--- src/rtl/memory_stream_reader_pkg.sv ---
// Shared definitions for the memory stream reader.
//  - Geometry of the 16x8 sample memory (DATA_W, ADDR_W, DEPTH).
//  - CNT_W: width of a word count that can express 0..DEPTH.
//  - state_e: sequencer FSM states.
//  - sat_count(): clamps a requested burst length to DEPTH.
package memory_stream_reader_pkg;

  localparam int DATA_W = 8;
  localparam int ADDR_W = 4;
  localparam int DEPTH  = 16;
  localparam int CNT_W  = ADDR_W + 1;

  typedef enum logic [1:0] {
    S_IDLE = 2'd0,
    S_RUN  = 2'd1,
    S_FIN  = 2'd2
  } state_e;

  // A burst longer than the memory would re-read words; clamp it to one pass.
  function automatic logic [CNT_W-1:0] sat_count(input logic [CNT_W-1:0] c);
    return (c > CNT_W'(DEPTH)) ? CNT_W'(DEPTH) : c;
  endfunction

endpackage

--- src/rtl/memory_stream_reader_stream_fifo2.sv ---
// stream_fifo2: two-entry register FIFO.
//  Ports:
//   clk, rst        clock, synchronous active-high reset (clears entries too)
//   push, push_data write side; caller never pushes into a full FIFO
//   pop             consume head; ignored while empty
//   head_data       oldest entry (entry 0)
//   head_valid      FIFO holds at least one entry
//   occupancy       number of entries held, 0..2
//  A simultaneous push and pop keeps occupancy and preserves order.
module stream_fifo2 #(
  parameter int DATA_W = 8
) (
  input  logic              clk,
  input  logic              rst,
  input  logic              push,
  input  logic [DATA_W-1:0] push_data,
  input  logic              pop,
  output logic [DATA_W-1:0] head_data,
  output logic              head_valid,
  output logic [1:0]        occupancy
);

  logic [DATA_W-1:0] e0_q, e0_d;
  logic [DATA_W-1:0] e1_q, e1_d;
  logic [1:0]        occ_q, occ_d;
  logic              pop_ok;

  assign pop_ok     = pop && (occ_q != 2'd0);
  assign head_data  = e0_q;
  assign head_valid = (occ_q != 2'd0);
  assign occupancy  = occ_q;

  always_comb begin
    e0_d  = e0_q;
    e1_d  = e1_q;
    occ_d = occ_q;
    unique case ({push, pop_ok})
      2'b10: begin
        if (occ_q == 2'd0) e0_d = push_data;
        else               e1_d = push_data;
        occ_d = occ_q + 2'd1;
      end
      2'b01: begin
        e0_d  = e1_q;
        occ_d = occ_q - 2'd1;
      end
      2'b11: begin
        // Head leaves while the new word lands behind whatever remains.
        if (occ_q == 2'd1) begin
          e0_d = push_data;
        end else begin
          e0_d = e1_q;
          e1_d = push_data;
        end
      end
      default: ;
    endcase
  end

  always_ff @(posedge clk) begin
    if (rst) begin
      e0_q  <= '0;
      e1_q  <= '0;
      occ_q <= 2'd0;
    end else begin
      e0_q  <= e0_d;
      e1_q  <= e1_d;
      occ_q <= occ_d;
    end
  end

endmodule

--- src/rtl/memory_stream_reader.sv ---
// memory_stream_reader: read-side sequencer for the 16x8 sample memory.
//  On start, reads count words (clamped to 16) from base_addr upward, wrapping
//  mod 16, and emits them in order as a valid/ready stream.
//  Ports:
//   clk, rst             clock, synchronous active-high reset
//   start                1-cycle launch pulse, ignored unless idle
//   base_addr, count     burst parameters, sampled on start
//   mem_addr, mem_wr     memory address / write enable (write never asserted)
//   mem_data             memory read data, one clock after mem_addr
//   out_data, out_valid  stream output
//   out_ready            stream backpressure
//   busy                 burst in progress
//   done                 one-cycle pulse after the last word is accepted
//  A read is issued only while buffered + in-flight words < 2, so the two-entry
//  buffer can never overflow. While the buffer is empty the in-flight word is
//  presented straight from mem_data, giving one word per clock with no bubble.
module memory_stream_reader
  import memory_stream_reader_pkg::*;
(
  input  logic              clk,
  input  logic              rst,
  input  logic              start,
  input  logic [ADDR_W-1:0] base_addr,
  input  logic [CNT_W-1:0]  count,
  output logic [ADDR_W-1:0] mem_addr,
  output logic              mem_wr,
  input  logic [DATA_W-1:0] mem_data,
  output logic [DATA_W-1:0] out_data,
  output logic              out_valid,
  input  logic              out_ready,
  output logic              busy,
  output logic              done
);

  state_e            state_q, state_d;
  logic [ADDR_W-1:0] rd_ptr_q, rd_ptr_d;
  logic [CNT_W-1:0]  issue_left_q, issue_left_d;
  logic [CNT_W-1:0]  out_left_q, out_left_d;
  logic              inflight_q, inflight_d;
  logic [ADDR_W-1:0] last_addr_q, last_addr_d;

  logic [DATA_W-1:0] fifo_head;
  logic              fifo_valid;
  logic [1:0]        fifo_occ;
  logic              fifo_push, fifo_pop;
  logic              bypass, issue, hs;
  logic [CNT_W-1:0]  req_count;

  stream_fifo2 #(.DATA_W(DATA_W)) u_fifo (
    .clk        (clk),
    .rst        (rst),
    .push       (fifo_push),
    .push_data  (mem_data),
    .pop        (fifo_pop),
    .head_data  (fifo_head),
    .head_valid (fifo_valid),
    .occupancy  (fifo_occ)
  );

  assign req_count = sat_count(count);

  // Issue gate: budget counts both buffered words and the one still in the memory.
  assign issue = (state_q == S_RUN) && (issue_left_q != '0) &&
                 ((fifo_occ + {1'b0, inflight_q}) < 2'd2);

  // Empty buffer + word arriving: present the memory output directly.
  assign bypass    = inflight_q && !fifo_valid;
  assign out_valid = fifo_valid || inflight_q;
  assign out_data  = bypass ? mem_data : fifo_head;
  assign hs        = out_valid && out_ready;
  assign fifo_pop  = fifo_valid && out_ready;
  // Only a bypassed word that is accepted immediately skips the buffer.
  assign fifo_push = inflight_q && !(bypass && out_ready);

  assign mem_addr = issue ? rd_ptr_q : last_addr_q;
  assign mem_wr   = 1'b0;
  assign busy     = (state_q == S_RUN);
  assign done     = (state_q == S_FIN);

  always_comb begin
    state_d      = state_q;
    rd_ptr_d     = rd_ptr_q;
    issue_left_d = issue_left_q;
    out_left_d   = out_left_q;
    inflight_d   = issue;
    last_addr_d  = mem_addr;
    unique case (state_q)
      S_IDLE: begin
        if (start) begin
          rd_ptr_d     = base_addr;
          issue_left_d = req_count;
          out_left_d   = req_count;
          state_d      = (req_count == '0) ? S_FIN : S_RUN;
        end
      end
      S_RUN: begin
        if (issue) begin
          rd_ptr_d     = rd_ptr_q + ADDR_W'(1);
          issue_left_d = issue_left_q - CNT_W'(1);
        end
        if (hs) begin
          out_left_d = out_left_q - CNT_W'(1);
          if (out_left_q == CNT_W'(1)) state_d = S_FIN;
        end
      end
      S_FIN:   state_d = S_IDLE;
      default: state_d = S_IDLE;
    endcase
  end

  always_ff @(posedge clk) begin
    if (rst) begin
      state_q      <= S_IDLE;
      rd_ptr_q     <= '0;
      issue_left_q <= '0;
      out_left_q   <= '0;
      inflight_q   <= 1'b0;
      last_addr_q  <= '0;
    end else begin
      state_q      <= state_d;
      rd_ptr_q     <= rd_ptr_d;
      issue_left_q <= issue_left_d;
      out_left_q   <= out_left_d;
      inflight_q   <= inflight_d;
      last_addr_q  <= last_addr_d;
    end
  end

endmodule

--- config.mk ---
export PLATFORM = sky130hd
export DESIGN_NAME = memory_stream_reader
export DESIGN_NICKNAME = d
export VERILOG_FILES = /design/src/rtl/memory_stream_reader_pkg.sv /design/src/rtl/memory_stream_reader_stream_fifo2.sv /design/src/rtl/memory_stream_reader.sv
export SDC_FILE = /design/constraint.sdc
export NUM_CORES = 1
export LEC_CHECK = 0
export CAP_MARGIN = 20
export CORE_MARGIN = 4
export CORE_UTILIZATION = 30
export DETAILED_ROUTE_END_ITERATION = 8
export PLACE_DENSITY = 0.57
export SLEW_MARGIN = 20
export SYNTH_ARGS = -nofsm -noshare
export SYNTH_HDL_FRONTEND = slang
export SYNTH_SLANG_ARGS = --single-unit
--- constraint.sdc ---
create_clock -name clk -period 5.73 [get_ports clk]
set_input_delay 1.146 -clock clk [delete_from_list [all_inputs] [get_ports clk]]
set_output_delay 1.146 -clock clk [all_outputs]
set_load 0.1 [all_outputs]
==> flow_metrics.env <==
# flow metrics
export IMPL_placed_cell_area_mm2=0.002572
export IMPL_ios=37
export IMPL_rsz0062_at_grt="no"
export IMPL_cts_max_path_buffers=2
export IMPL_die_h_um=92.87
export IMPL_slowest_stage="clkdlybuf4s50_1"
export IMPL_synth_nets=264
export IMPL_fin_util_pct=38.75
export IMPL_final_setup_worst_slack_ns=1.494
export IMPL_ff_type="dfxtp_1"
export IMPL_dp_slack_ns=1.641
export IMPL_post_drt_via_cell_ratio=5.099
export IMPL_met3_length_um=306
export IMPL_fillCellCount=730
export IMPL_final_common_cell="dfxtp_1"
export IMPL_holdBufCountCts=0
export IMPL_root_buffer="clkbuf_8"
export IMPL_maxCapViolCount=0
export IMPL_reg2reg_slack_ns=3.65
export IMPL_layout_top_cells="dfxtp_1, clkdlybuf4s50_1, nor2_1, mux2i_1, inv_1"
export IMPL_chipArea_mm2=0.008625
export IMPL_top_layer="met4"
export IMPL_postSynthSeqShare_pct=36.13
export IMPL_core_area_mm2=0.006907
export IMPL_combGateArea_mm2=0.001255
export IMPL_relSlewSlack_pct=28.83
export IMPL_numPortBuffers=35
export IMPL_cts_clk_slew_worst_paths_ns=0.07
export IMPL_hpwl_mm=3.644
export IMPL_critPathKind="register to primary output"
export IMPL_ys_ff=39
export IMPL_floorplan_core_util_pct=31.29
export IMPL_first_pass_iters=4
export IMPL_numCtsBuffers=5
export IMPL_min_path_type="register to register"
export IMPL_antenna_cells=0
export IMPL_grt_pass1_wl_mm=8.659
export IMPL_place_inst=356
export IMPL_total_power_mw=1.193
export IMPL_start_kind="register"
export IMPL_slew_viol_final=0
export IMPL_overflow=0
export IMPL_critPathRequiredTime_ns=4.58
export IMPL_ys_area_mm2=0.002161
export IMPL_drt_initial_drc_count=122
export IMPL_clk_latency_ns=0.29
export IMPL_crit_path_cell_trace="nand2b_1, inv_4, nand4_4, mux2_2, clkdlybuf4s50_1"
export IMPL_finalHoldViolations=0
export IMPL_gp_congestion=0.7970
export IMPL_die_w_um=92.87
export IMPL_warning_count=29
export IMPL_antenna_found_initial=0
export IMPL_synth_distinct_cells=51
export IMPL_stdcell_count=364
export IMPL_route_met2_wl_mm=2.301
export IMPL_ys_cells=236
export IMPL_fin_crit_sh_pct=73.93
export IMPL_syn_inst=236
export IMPL_fin_skew_ns=0.005317
export IMPL_fin_setup_tns_ns=0
export IMPL_ant_nets=0
export IMPL_timing_hold_ws_ns=0.4710
export IMPL_grt_busiest_layer="met2"
export IMPL_drt_met1_wl_mm=2.507
export IMPL_htreeDepth=2
export IMPL_tightestPinTransition_ns=1.060
export IMPL_powerDensity_mw_per_mm2=445.6
export IMPL_min_period_ns=4.236
export IMPL_rows=30
export IMPL_cp_data_arrival_time_ns=3.09
export IMPL_cpPeakStageDelay_ns=0.97
export IMPL_grt_max_degree=33
export IMPL_ir_drop_mv=0.2161
export IMPL_drc=0
export IMPL_edf_count=0
export IMPL_fin_nets=295
export IMPL_drive_gt1_share_pct=12.69
export IMPL_fmax_mhz=236.1
export IMPL_status="finished clean"
export IMPL_leakagePower_nw=1.009
export IMPL_crit_fanout=18
export IMPL_postLayoutCellArea_mm2=0.002676
export IMPL_yosys_warnings=0
export IMPL_syn_avg_cell_area_um2=9.156
export IMPL_areaGrowthSynthToFinish_pct=23.86
export IMPL_cts_setup_buffers=0
export IMPL_grt_pass1_vias=1838
export IMPL_cts_tree="built"
export IMPL_seq_area_um2=780.7
export IMPL_async_flop_share_pct=0
export IMPL_endpoint_kind="primary output"
export IMPL_setup_viol=0
export IMPL_clkSinkCount=39
export IMPL_ctsResizeCount=0
export IMPL_grt_use_met2_pct=20.04
export IMPL_synth_area_mm2=0.002161
==> cell usage after synthesis (5+ instances only) <==
master	count	area share, %
a211oi_1	9	3.1
a21oi_1	12	2.8
buf_2	5	1.2
dfxtp_1	39	36
ha_1	7	4.1
inv_1	14	2.4
mux2_2	12	6.3
mux2i_1	17	7.9
nand2_1	9	1.6
nand2b_1	5	1.4
nand3_1	6	1.4
nor2_1	30	5.2
nor3_1	5	1.2
o21ai_0	5	1.2
==> worst max-delay path, delay by kind of cell (launching register included) <==
| family | cells | cell delay (ns) |
|---|---|---|
| muxes | 1 | 0.36 |
| and+or+nand+nor | 2 | 0.59 |
| buffers and inverters | 2 | 1.14 |
| DFF | 1 | 0.71 |
==> final timing paths <==
| path | start | end | cells after the start |
|---|---|---|---|
| setup / recovery | state_q[1] | mem_addr[3] | 5 |
| hold / removal | out_left_q[4] | out_left_q[4] | 2 |
| setup reg to reg | state_q[1] | last_addr_q[3] | 5 |
| hold reg to reg | out_left_q[4] | out_left_q[4] | 2 |
==> area by class of cell <==
cell class,count,area share (%)
Clock inverter,1,0.2805
Tap cell,96,4.488
Clock buffer,7,3.600
Sequential cell,39,29.17
Multi-Input combinational cell,170,46.89
Timing Repair Buffer,36,13.37
Inverter,15,2.197
==> power by group <==
| part | switching, mW | internal, mW | total (mW) |
|---|---|---|---|
| clock | 0.100 | 0.110 | 0.210 |
| combinational | 0.416 | 0.200 | 0.616 |
| sequential | 0.0468 | 0.320 | 0.366 |
| total | 0.564 | 0.629 | 1.19 |
==> logic make-up (layout without fill, tap and decap cells) <==
kind of cell,after synthesis,count (layout),synth area share [%]
compound gates,63,63,22.93
xor+xnor,1,1,0.4054
flops,39,39,36.13
buf+inv,27,59,5.790
mux,29,29,14.13
simple gates,69,69,16.39
fa+ha+maj,7,7,4.053
other cells,1,1,0.1735
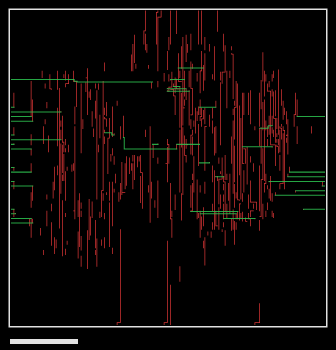
(images/metal_stack.png)
The bar under the picture is 20 µm long. Only two layers are drawn.
| color | layer | wire length |
|---|---|---|
| green | met3 | 306 µm |
| red | met2 | 2300 µm |
routed len/inst: 14.15 µm
DR vias: 1856
WL final: 5.150 mm
Total GRT Usage: 12.28%

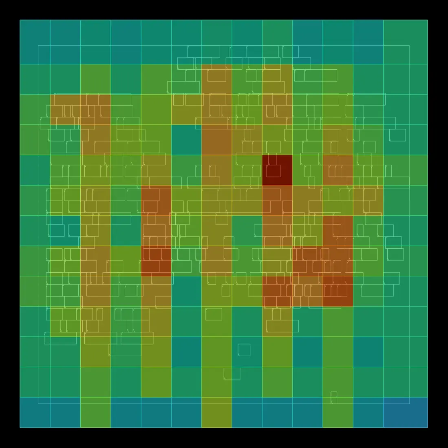
(images/final_congestion.png)
met1 Use GR: 16.21%
grt met3 use: 3.087%

Power figures rest on the tool's default switching activity, not on a simulated workload.
